[config.mk]
export PLATFORM = sky130hd
export DESIGN_NAME = smm_engine_arb
export DESIGN_NICKNAME = d
export VERILOG_FILES = /design/src/rtl/smm_engine_arb.sv
export SDC_FILE = /design/constraint.sdc
export NUM_CORES = 1
export LEC_CHECK = 0
export CAP_MARGIN = 10
export CORE_ASPECT_RATIO = 1.4
export CORE_MARGIN = 2
export CORE_UTILIZATION = 44
export CTS_CLUSTER_SIZE = 25
export DETAILED_ROUTE_END_ITERATION = 10
export PLACE_DENSITY = 0.75
export SYNTH_ARGS = -nofsm -noshare
export SYNTH_HDL_FRONTEND = slang
export SYNTH_SLANG_ARGS = --single-unit
[constraint.sdc]
create_clock -name clk -period 1.7 [get_ports clk]
set_clock_uncertainty 0.2 [all_clocks]
set_input_delay 0.34 -clock clk [delete_from_list [all_inputs] [get_ports clk]]
set_output_delay 0.34 -clock clk [all_outputs]
set_load 0.01 [all_outputs]
[src/rtl/smm_engine_arb.sv]
// Round-robin arbiter and sequencer sharing one Strassen 2x2 matmul engine
// between NUM_REQ requesters, with a completion watchdog.
module smm_engine_arb #(
    parameter int NUM_REQ = 4,
    parameter int SEL_W   = 2,
    parameter int TIMEOUT = 31,
    parameter int CNT_W   = 16
) (
    input  logic               clk,
    input  logic               rst,
    input  logic [NUM_REQ-1:0] req,
    input  logic               eng_done,
    output logic [NUM_REQ-1:0] gnt,
    output logic [SEL_W-1:0]   sel,
    output logic               eng_load,
    output logic [NUM_REQ-1:0] done,
    output logic [NUM_REQ-1:0] err,
    output logic               busy,
    output logic [CNT_W-1:0]   txn_count
);

    localparam int TMR_W = $clog2(TIMEOUT + 1);

    typedef enum logic [2:0] {
        IDLE  = 3'd0,
        GRANT = 3'd1,
        START = 3'd2,
        WAIT  = 3'd3,
        DONE  = 3'd4,
        ABORT = 3'd5
    } state_t;

    state_t              state_r, state_nxt_s;
    logic [SEL_W-1:0]    sel_r, ptr_r, ptr_adv_s, win_s, idx_s;
    logic [TMR_W-1:0]    timer_r;
    logic [CNT_W-1:0]    txn_count_r;
    logic                found_s;
    logic [NUM_REQ-1:0]  sel_oh_s;

    function automatic logic [NUM_REQ-1:0] onehot(input logic [SEL_W-1:0] s);
        onehot = NUM_REQ'(1) << s;
    endfunction

    // Round-robin scan starting at ptr; first set request wins.
    always_comb begin
        found_s = 1'b0;
        win_s   = '0;
        idx_s   = '0;
        for (int i = 0; i < NUM_REQ; i++) begin
            idx_s = SEL_W'((int'(ptr_r) + i) % NUM_REQ);
            if (!found_s && req[idx_s]) begin
                found_s = 1'b1;
                win_s   = idx_s;
            end else begin
                found_s = found_s;
            end
        end
    end

    assign ptr_adv_s = (sel_r == SEL_W'(NUM_REQ - 1)) ? SEL_W'(0) : sel_r + SEL_W'(1);
    assign sel_oh_s  = onehot(sel_r);

    // Next-state logic; completion wins over the watchdog on the same cycle.
    always_comb begin
        state_nxt_s = state_r;
        case (state_r)
            IDLE: begin
                if (found_s) state_nxt_s = GRANT;
                else         state_nxt_s = IDLE;
            end
            GRANT: state_nxt_s = START;
            START: state_nxt_s = WAIT;
            WAIT: begin
                if (eng_done)                          state_nxt_s = DONE;
                else if (timer_r == TMR_W'(TIMEOUT))   state_nxt_s = ABORT;
                else                                   state_nxt_s = WAIT;
            end
            DONE:    state_nxt_s = IDLE;
            ABORT:   state_nxt_s = IDLE;
            default: state_nxt_s = IDLE;
        endcase
    end

    // State, select, pointer, watchdog timer and transaction counter.
    always_ff @(posedge clk) begin
        if (rst) begin
            state_r     <= IDLE;
            sel_r       <= '0;
            ptr_r       <= '0;
            timer_r     <= '0;
            txn_count_r <= '0;
        end else begin
            state_r <= state_nxt_s;
            case (state_r)
                IDLE: begin
                    if (found_s) sel_r <= win_s;
                end
                START: timer_r <= '0;
                WAIT:  timer_r <= timer_r + TMR_W'(1);
                DONE: begin
                    txn_count_r <= txn_count_r + CNT_W'(1);
                    ptr_r       <= ptr_adv_s;
                end
                ABORT:   ptr_r <= ptr_adv_s;
                default: ;
            endcase
        end
    end

    // Moore output decode from the registered state and select.
    always_comb begin
        gnt      = '0;
        done     = '0;
        err      = '0;
        eng_load = 1'b0;
        busy     = 1'b1;
        case (state_r)
            IDLE:  busy = 1'b0;
            GRANT: gnt  = sel_oh_s;
            START: begin
                gnt      = sel_oh_s;
                eng_load = 1'b1;
            end
            WAIT:  gnt  = sel_oh_s;
            DONE: begin
                gnt  = sel_oh_s;
                done = sel_oh_s;
            end
            ABORT:   err  = sel_oh_s;
            default: busy = 1'b0;
        endcase
    end

    assign sel       = sel_r;
    assign txn_count = txn_count_r;

endmodule

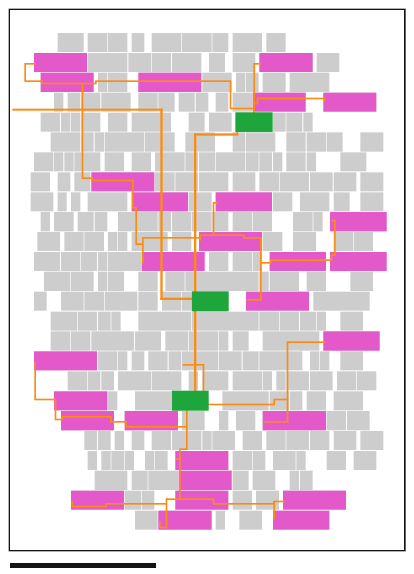
Figure 1: run 1, clock wires, drivers and flops.
Bar = 20 um.
- clock-net drivers: green (count 3)
- clock wires: orange (length 371 um)
- flip-flops: magenta (count 28)
- flops lie: all over the die

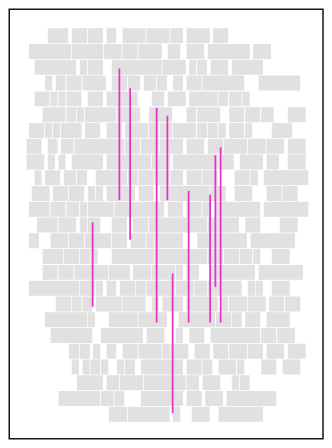
Figure 2: run 1, the metal 4 layer.
- nets with wire on the layer: 10
- main direction: vertical
- longest straight run: 36.7 um
- share of all routed wire: 4.5%
- wire length on this layer: 234 um

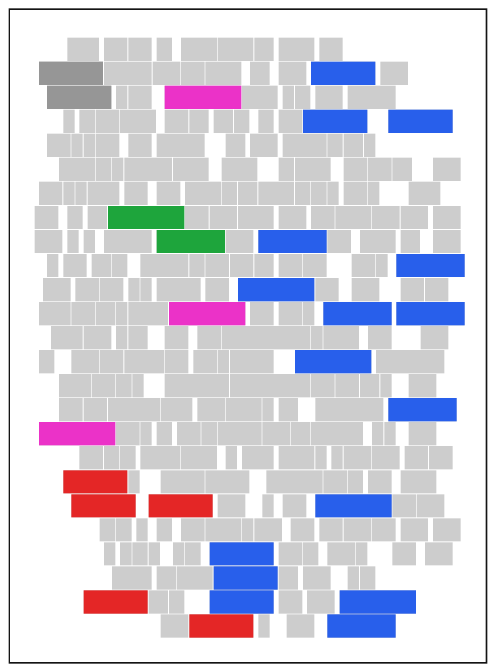
Figure 3: run 1, sequential cells colored by netlist name.
Other sequential cells in the stronger gray, the rest of the logic in the fainter gray.
- state_r: magenta (placed flops 3)
- sel: green (placed flops 2)
- txn_count: blue (placed flops 16)
- timer_r: red (placed flops 5; where lower left)
- not colored: 2

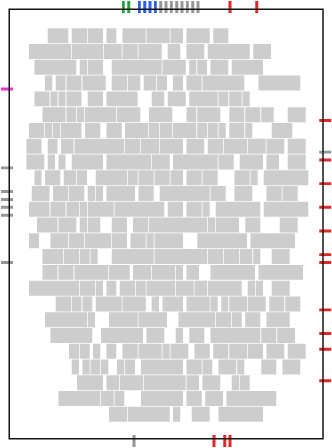
Figure 4: run 1, I/O pins on the die edge.
Pins as bars across the die edge, other pins in gray.
- txn_count: red (pins 16; direction output; edge 11 right, 3 bottom, 2 top)
- clk: magenta (pins 1; direction input; edge left)
- sel: green (pins 2; direction output; edge top)
- err: blue (pins 4; direction output; edge top)
- all pins by edge: 16 top, 12 right, 7 left, 4 bottom

==> run 1: power by group <==
part	switching (W)	total, W	internal, W
clock	0.000216	0.000424	0.000208
sequential	0.0000184	0.000680	0.000662
combinational	0.000147	0.000309	0.000162
total	0.000381	0.00141	0.00103
==> run 1: area by class of cell <==
| type | count | area, um^2 |
|---|---|---|
| clock buffer | 4 | 55.1 |
| fill | 227 | 757 |
| inverter | 9 | 33.8 |
| multi-input combinational | 138 | 1080 |
| sequential | 28 | 599 |
| tap | 40 | 50.0 |
| timing repair buffer | 94 | 767 |
==> run 1: state kept, by name, summed over array words and instances (netlist names) <==
| name | count |
|---|---|
| txn_count | 16 |
| state_r | 3 |
| timer_r | 5 |
| sel | 2 |
| ptr_r | 2 |
==> run 1: Yosys cell counts, types with 2 or more instances <==
| library cell | number | share of area [%] |
|---|---|---|
| nand4_1 | 4 | 1.6 |
| nor2b_1 | 4 | 1.6 |
| nand3_1 | 8 | 2.6 |
| clkbuf_1 | 4 | 0.98 |
| nand2b_1 | 2 | 0.82 |
| xnor2_1 | 4 | 2.3 |
| ha_1 | 7 | 5.7 |
| o22ai_1 | 2 | 0.82 |
| o31ai_1 | 3 | 1.5 |
| nor3b_1 | 2 | 0.98 |
| xor2_1 | 7 | 4.0 |
| dfxtp_1 | 28 | 37 |
| buf_1 | 2 | 0.49 |
| a21oi_1 | 14 | 4.6 |
| or4_1 | 3 | 1.5 |
| nand2_1 | 12 | 2.9 |
| nor4_1 | 2 | 0.82 |
| a221oi_1 | 2 | 1.1 |
| nor3_1 | 2 | 0.65 |
| inv_1 | 9 | 2.2 |
| and2_1 | 9 | 3.7 |
| o21ai_0 | 2 | 0.65 |
| nor2_1 | 23 | 5.6 |
| and3_1 | 6 | 2.5 |
==> run 1: worst max-delay path, delay by kind of cell (launching register included) <==
family / cells / cell delay, ns
buffers and inverters: 2 / 0.26
DFF: 1 / 0.37
and+or+nand+nor: 2 / 0.34
xor gates and xnor gates: 1 / 0.15
==> run 1: repair_timing <==
item,CTS,global route
setup buffers,11,3
gates resized,116,15
pin swaps,14,12
endpoints found under the setup margin,41,29
==> run 1: cells by family (layout without fill, tap and decap cells) <==
logic type	after synthesis	count (layout)	share of synthesized area, %
muxes	3	3	2.37
xor gates and xnor gates	11	11	6.29
AOI/OAI and AO/OA	28	28	11.5
adders and majority gates	7	7	5.72
buffers and inverters	16	107	4.00
and+or+nand+nor	89	89	33.5
DFF	28	28	36.6
==> run 1: through the flow <==
| stage | total power (W) | area (um^2) | hold WS, ns |
|---|---|---|---|
| after global routing | 0.00147 | 2590 | 0.324 |
| after CTS | 0.00139 | 2490 | 0.275 |
| after global placement | 0.000925 | 2290 | 0.250 |
| after detailed placement | 0.000937 | 2290 | 0.261 |
| final | 0.00141 | 2590 | 0.273 |
| after floorplan | 0.000797 | 1570 | 0.236 |
==> run 1: routing by layer <==
metal	vias up	track usage, %	routed length (um)
met5	-	0	0
met4	0	13.1	233
met3	21	3.46	182
met2	68	50.9	2930
met1	866	24.6	1830
li1	827	-	-
==> qor.csv, run 1 <==
metric,value,unit
clock_path_buffers,2,
ys.flop_type,dfxtp_1,
reg2reg_from,state_r[0],
crit_path_start_kind,flip-flop,
grt_pass1_vias,1772,
ys.flops,28,
period_used_share,114,%
worstMarginPinSlew,0.253,ns
cap_violations,0,
setup_slack,-0.236,ns
rows,25,
required,1.16,ns
ys_types,45,
path_class,flip-flop to output port,
io_buffers,38,
ys_cells,182,
hp-class,flip-flop to flip-flop,
edf_count,0,
core,0.00335,mm^2
async_reset_ff_share,0,%
ff2ff_setup_slack,-0.23,ns
most-common-layout-cells,"buf_4 (52), nor2_1 (22), dlygate4sd2_1 (20)",
clock_latency,0.28,ns
status,finished with violations,
dp_cells,296,
clockRootBuffer,clkbuf_8,
dr.pass1.iters,4,
fin_cells,313,
ant_nets,0,
setup_viol,21,
vias_per_cell,5.69,
setup_tns,-3.00,ns
reg2reg_to,txn_count[15],
min_path_cells,2,
slowest_stage,dfxtp_4,
n_antenna_cell,0,
path_cells,"buf_12, nor2_4, xnor2_4, and2_1, buf_2",
clk_pin_slew_worst_paths,0.09,ns
syn_nets,196,
failed_checks,negative setup slack,
cts_hold_buf,0,
cts_tree,yes,
## Run 2: what changed since run 1
Settings changed: CTS_BUF_LIST from default to sky130_fd_sc_hd__clkbuf_16.
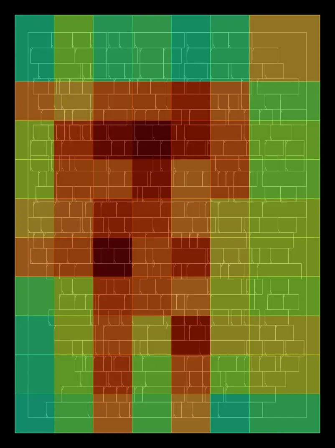
Figure 5: run 2, track usage over the die.
met1 GRT Util: 25.8%
Wirelength per Cell: 18.0 um
busiest grt layer: met2
final core area utilization: 81.0%
met3 Usage GRT: 4.07%

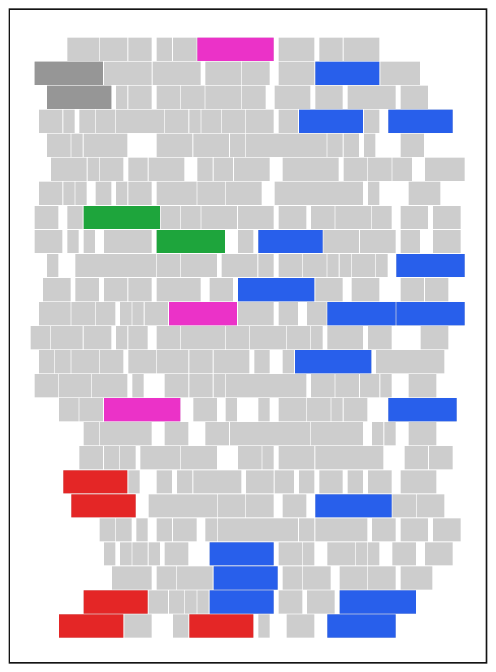
Figure 6: run 2, sequential cells colored by netlist name.
Other sequential cells in the stronger gray, the rest of the logic in the fainter gray.
- sel: green (placed flops 2)
- txn_count: blue (placed flops 16)
- timer_r: red (placed flops 5; where lower left)
- state_r: magenta (placed flops 3)

==> run 2 against run 1 <==
Net effect: the run still ends with negative setup slack left; first-iteration DRC count up 120%; synthesized cell count is the same; routed wire length grew 11%; critical path depth up 1; register-to-register slack improved by 0.02 ns; synthesized area unchanged; count of clock-buffer cells in the layout decreased by 1; core utilization rose by 3.6 points; largest power group unchanged; highest routed layer unchanged.
==> qor.csv, run 2 <==
metric,value,unit,change
vias_per_cell,5.70,,was 5.69
status,finished with violations,,unchanged
n_antenna_cell,0,,unchanged
rows,25,,unchanged
ys.flop_type,dfxtp_1,,unchanged
async_reset_ff_share,0,%,unchanged
ys_cells,182,,unchanged
cts_tree,yes,,unchanged
worstMarginPinSlew,0.377,ns,was 0.253 ns
period_used_share,112,%,was 114%
clock_latency,0.27,ns,was 0.28 ns
slowest_stage,or4_4,,was dfxtp_4
clockRootBuffer,clkbuf_16,,was clkbuf_8
dp_cells,296,,unchanged
dr.pass1.iters,4,,unchanged
path_class,flip-flop to flip-flop,,was flip-flop to output port
clk_pin_slew_worst_paths,0.07,ns,was 0.09 ns
crit_path_start_kind,flip-flop,,unchanged
hp-class,flip-flop to flip-flop,,unchanged
required,1.66,ns,was 1.16 ns
ys_types,45,,unchanged
io_buffers,38,,unchanged
edf_count,0,,unchanged
topCellsByArea,"dfxtp_1 (37%), ha_1 (5.7%), nor2_1 (5.6%)",,unchanged
min_path_cells,2,,unchanged
core,0.00335,mm^2,unchanged
failed_checks,negative setup slack,,unchanged
cts_hold_buf,0,,unchanged
setup_viol,22,,was 21
cap_violations,0,,unchanged
common_cells,"dfxtp_1 (28), nor2_1 (23), a21oi_1 (14)",,unchanged
fin_cells,318,,was 313
p_leak,1.31,nW,was 1.24 nW
whs,0.269,ns,was 0.273 ns
ys.flops,28,,unchanged
most-common-layout-cells,"buf_4 (53), nor2_1 (22), dlygate4sd2_1 (18)",,"was buf_4 (52), nor2_1 (22), dlygate4sd2_1 (20)"
setup_slack,-0.209,ns,was -0.236 ns
synth_area_leader_cell,dfxtp_1,,unchanged
grt_pass1_vias,1794,,was 1772
path_cells,"nor3b_2, buf_4, buf_6, nand3_4, or4_4, mux2_4",,"was buf_12, nor2_4, xnor2_4, and2_1, buf_2"
clock_path_buffers,2,,unchanged
==> run 2: cell counts after synthesis <==
No cell type changed its count.
==> run 2: through the flow <==
| step | setup TNS (ns) | area, um^2 | utilization (%) | setup slack, ns | power [W] |
|---|---|---|---|---|---|
| detailed placement | -5.33 | 2290 | 68.6 | -0.528 | 0.000937 |
| global placement | -4.61 | 2290 | 68.6 | -0.436 | 0.000925 |
| finish | -3.22 | 2710 | 81.0 | -0.209 | 0.00157 |
| floorplan | -0.205 | 1570 | - | -0.184 | 0.000797 |
| global route | -4.28 | 2710 | 81.0 | -0.261 | 0.00164 |
| CTS | -1.90 | 2530 | 75.5 | -0.206 | 0.00150 |
==> run 2: logic make-up after synthesis <==
kind of cell,after synthesis,share of synthesized area (%)
buffers and inverters,16,4.00
adders and majority gates,7,5.72
AOI/OAI and AO/OA,28,11.5
DFF,28,36.6
muxes,3,2.37
xor gates and xnor gates,11,6.29
and+or+nand+nor,89,33.5
==> run 2: area by class of cell <==
cell class                      instances  area (um^2)
Tap cell                               40         50.0
Inverter                                9         33.8
Clock buffer                            3         75.1
Timing Repair Buffer                   99          822
Fill cell                             209          637
Multi-Input combinational cell        138         1130
Clock inverter                          1         3.75
Sequential cell                        28          597
==> run 2: power breakdown <==
part           internal [W]  switching (W)
Clock              0.000316       0.000233
Combinational      0.000175       0.000167
Sequential         0.000663      0.0000185
Total               0.00115       0.000418
==> run 2: timing repair <==
| item | 4_1_cts | 5_1_grt |
|---|---|---|
| endpoints found under the setup margin | 40 | 31 |
| pin swaps | 18 | 22 |
| resized | 114 | 31 |
| setup buffers | 11 | 9 |
==> run 2: routing by layer <==
metal  up-vias  GRT usage [%]  wire length, um
li1        837              -                -
met1       871           25.8             2050
met2        81           50.9             3220
met3        24           4.07              209
met4         0           18.5              246
met5         -              0                0
==> run 2: path summary, 6_finish.rpt <==
check / startpoint / endpoint / slack, ns
worst max register to register: state_r[0] / txn_count[15] / -0.21
worst min-delay path: timer_r[4] / timer_r[4] / 0.27
worst max-delay path: state_r[0] / txn_count[15] / -0.21
worst min register to register: timer_r[4] / timer_r[4] / 0.27
==> run 2: worst max-delay path: cells and delay by family (launching register included) <==
kind	cells	cell delay (ns)
buf+inv	2	0.27
simple gates	3	0.68
flops	1	0.36
mux	1	0.30
## Run 3: what changed since run 2
Settings changed: CTS_CLUSTER_DIAMETER from default to 50.
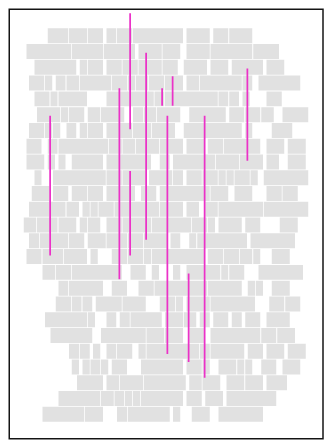
Figure 7: run 3, the metal 4 layer.
- nets with wire on the layer: 11
- wire length on this layer: 246 um
- longest straight run: 44.9 um
- main direction: vertical
- share of all routed wire: 4.3%

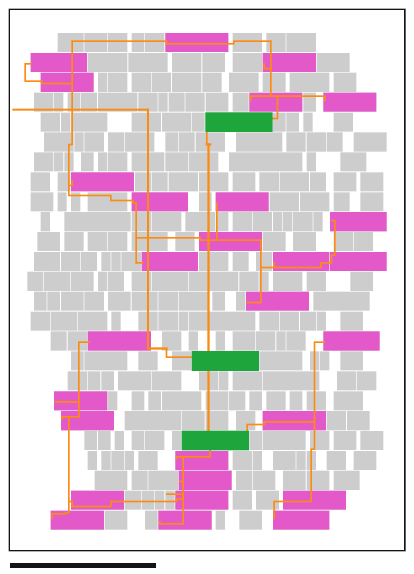
Figure 8: run 3, clock wires, drivers and flops.
Bar = 20 um.
Clk network pwr share: 34.9%
P_clk: 0.000550 W
Insertion Delay late pin: 0.27 ns

==> run 3 against run 2 <==
Net effect: the flow still finishes with violations (negative setup slack); fmax did not move; first-iteration DRC count unchanged; routed wire length is the same; global-route usage is the same; worst hold slack unchanged; critical path depth did not move; clock power barely moved; synthesized cell count stayed put; register-to-register slack barely moved; total power unchanged; via count unchanged; worst setup slack is the same; critical endpoint unchanged; largest power group unchanged.
==> qor.csv, run 3 <==
metric,value,unit,change
cts_tree,yes,,unchanged
rows,25,,unchanged
crit_buf_inv,2,,unchanged
setup_slack,-0.209,ns,unchanged
largest_register_ffs,16,,unchanged
most-common-layout-cells,"buf_4 (53), nor2_1 (22), dlygate4sd2_1 (18)",,unchanged
worstMarginPinSlew,0.377,ns,unchanged
power,0.00157,W,unchanged
hold_path_end,timer_r[4],,unchanged
synth_area_leader_cell,dfxtp_1,,unchanged
setup_tns,-3.22,ns,unchanged
period_used_share,112,%,unchanged
cap_violations,0,,unchanged
dr.pass1.iters,4,,unchanged
post_drt_wl_per_cell,18.0,um,unchanged
failed_checks,negative setup slack,,unchanged
setup_viol,22,,unchanged
crit_family,simple AND/OR/NAND/NOR gates,,unchanged
path_cells,"nor3b_2, buf_4, buf_6, nand3_4, or4_4, mux2_4",,unchanged
most_common_cell,dfxtp_1,,unchanged
top_area_share,36.6,%,unchanged
slowest_stage,or4_4,,unchanged
grt_pass1_vias,1794,,unchanged
io_buffers,38,,unchanged
n_antenna_cell,0,,unchanged
reg2reg_from,state_r[0],,unchanged
p_sw_share,26.6,%,unchanged
p_comb_share,21.7,%,about the same
whs,0.269,ns,unchanged
hp-class,flip-flop to flip-flop,,unchanged
ys_types,45,,unchanged
cell_internal_pwr,0.00115,W,unchanged
clock_path_buffers,2,,unchanged
clk_pin_slew_worst_paths,0.07,ns,about the same
critPathLaunch,state_r[0],,unchanged
status,finished with violations,,unchanged
edf_count,0,,unchanged
switchingPower,0.000418,W,unchanged
dpl_worst_slack,-0.528,ns,unchanged
cts_hold_buf,0,,unchanged
async_reset_ff_share,0,%,unchanged
p_leak,1.31,nW,unchanged
ys.flops,28,,unchanged
-- run 3: cell counts after synthesis --
Identical to the previous run, type by type.
-- run 3: logic make-up (layout without fill, tap and decap cells) --
logic type               count (synthesis)  in the layout  synth area share [%]
AND-OR/OR-AND                           28             28                  11.5
XOR/XNOR                                11             11                  6.29
adder cells (fa/ha/maj)                  7              7                  5.72
buffers and inverters                   16            112                  4.00
flip-flops                              28             28                  36.6
multiplexers                             3              3                  2.37
AND/OR/NAND/NOR                         89             89                  33.5
-- run 3: stage by stage --
| step | instance area, um^2 | cells |
|---|---|---|
| floorplan | 1570 | 182 |
| global placement | 2290 | 296 |
| detailed placement | 2290 | 296 |
| CTS | 2530 | 311 |
| global route | 2710 | 318 |
| finish | 2710 | 318 |
-- run 3: worst max path at each step --
stage	to	cells past startpoint	slack, ns
after floorplan	txn_count[15]	4	-0.18
after global routing	done[3]	5	-0.26
final	txn_count[15]	6	-0.21
after global placement	sel[1]	5	-0.44
after detailed placement	sel[1]	5	-0.53
after CTS	txn_count[15]	6	-0.21
-- run 3: power groups by stage --
stage	clock (W)	sequential (W)	combinational [W]
after global placement	0	0.000692	0.000232
final	0.000550	0.000682	0.000341
after detailed placement	0	0.000693	0.000245
after CTS	0.000554	0.000682	0.000267
after floorplan	0	0.000692	0.000105
after global routing	0.000588	0.000683	0.000367
-- run 3: tightest hold or removal path, cell delays in order (launching register included) --
cell and delay, ns:
dfxtp_1 0.31, nand2_1 0.06, a21oi_1 0.05
-- run 3: what timing repair did --
| item | CTS | global route |
|---|---|---|
| setup endpoints to repair | 40 | 31 |
| cloned | 0 | 0 |
| pin swaps | 18 | 22 |
| resized | 114 | 31 |
| buffers inserted | 11 | 9 |
-- run 3: cell type report --
cell class,count,area [um^2]
multi-input combinational,138,1130
timing repair buffer,99,822
fill,209,637
sequential,28,597
clock buffer,3,75.1
tap,40,50.0
inverter,9,33.8
clock inverter,1,3.75
-- run 3: per-layer routing --
metal / GRT usage [%] / share of wire (%) / vias up
li1: - / - / 837
met1: 25.8 / 36 / 871
met2: 50.9 / 56 / 81
met3: 4.07 / 3.7 / 24
met4: 18.5 / 4.3 / 0
met5: 0 / 0 / -
Power figures rest on the tool's default switching activity, not on a simulated workload.
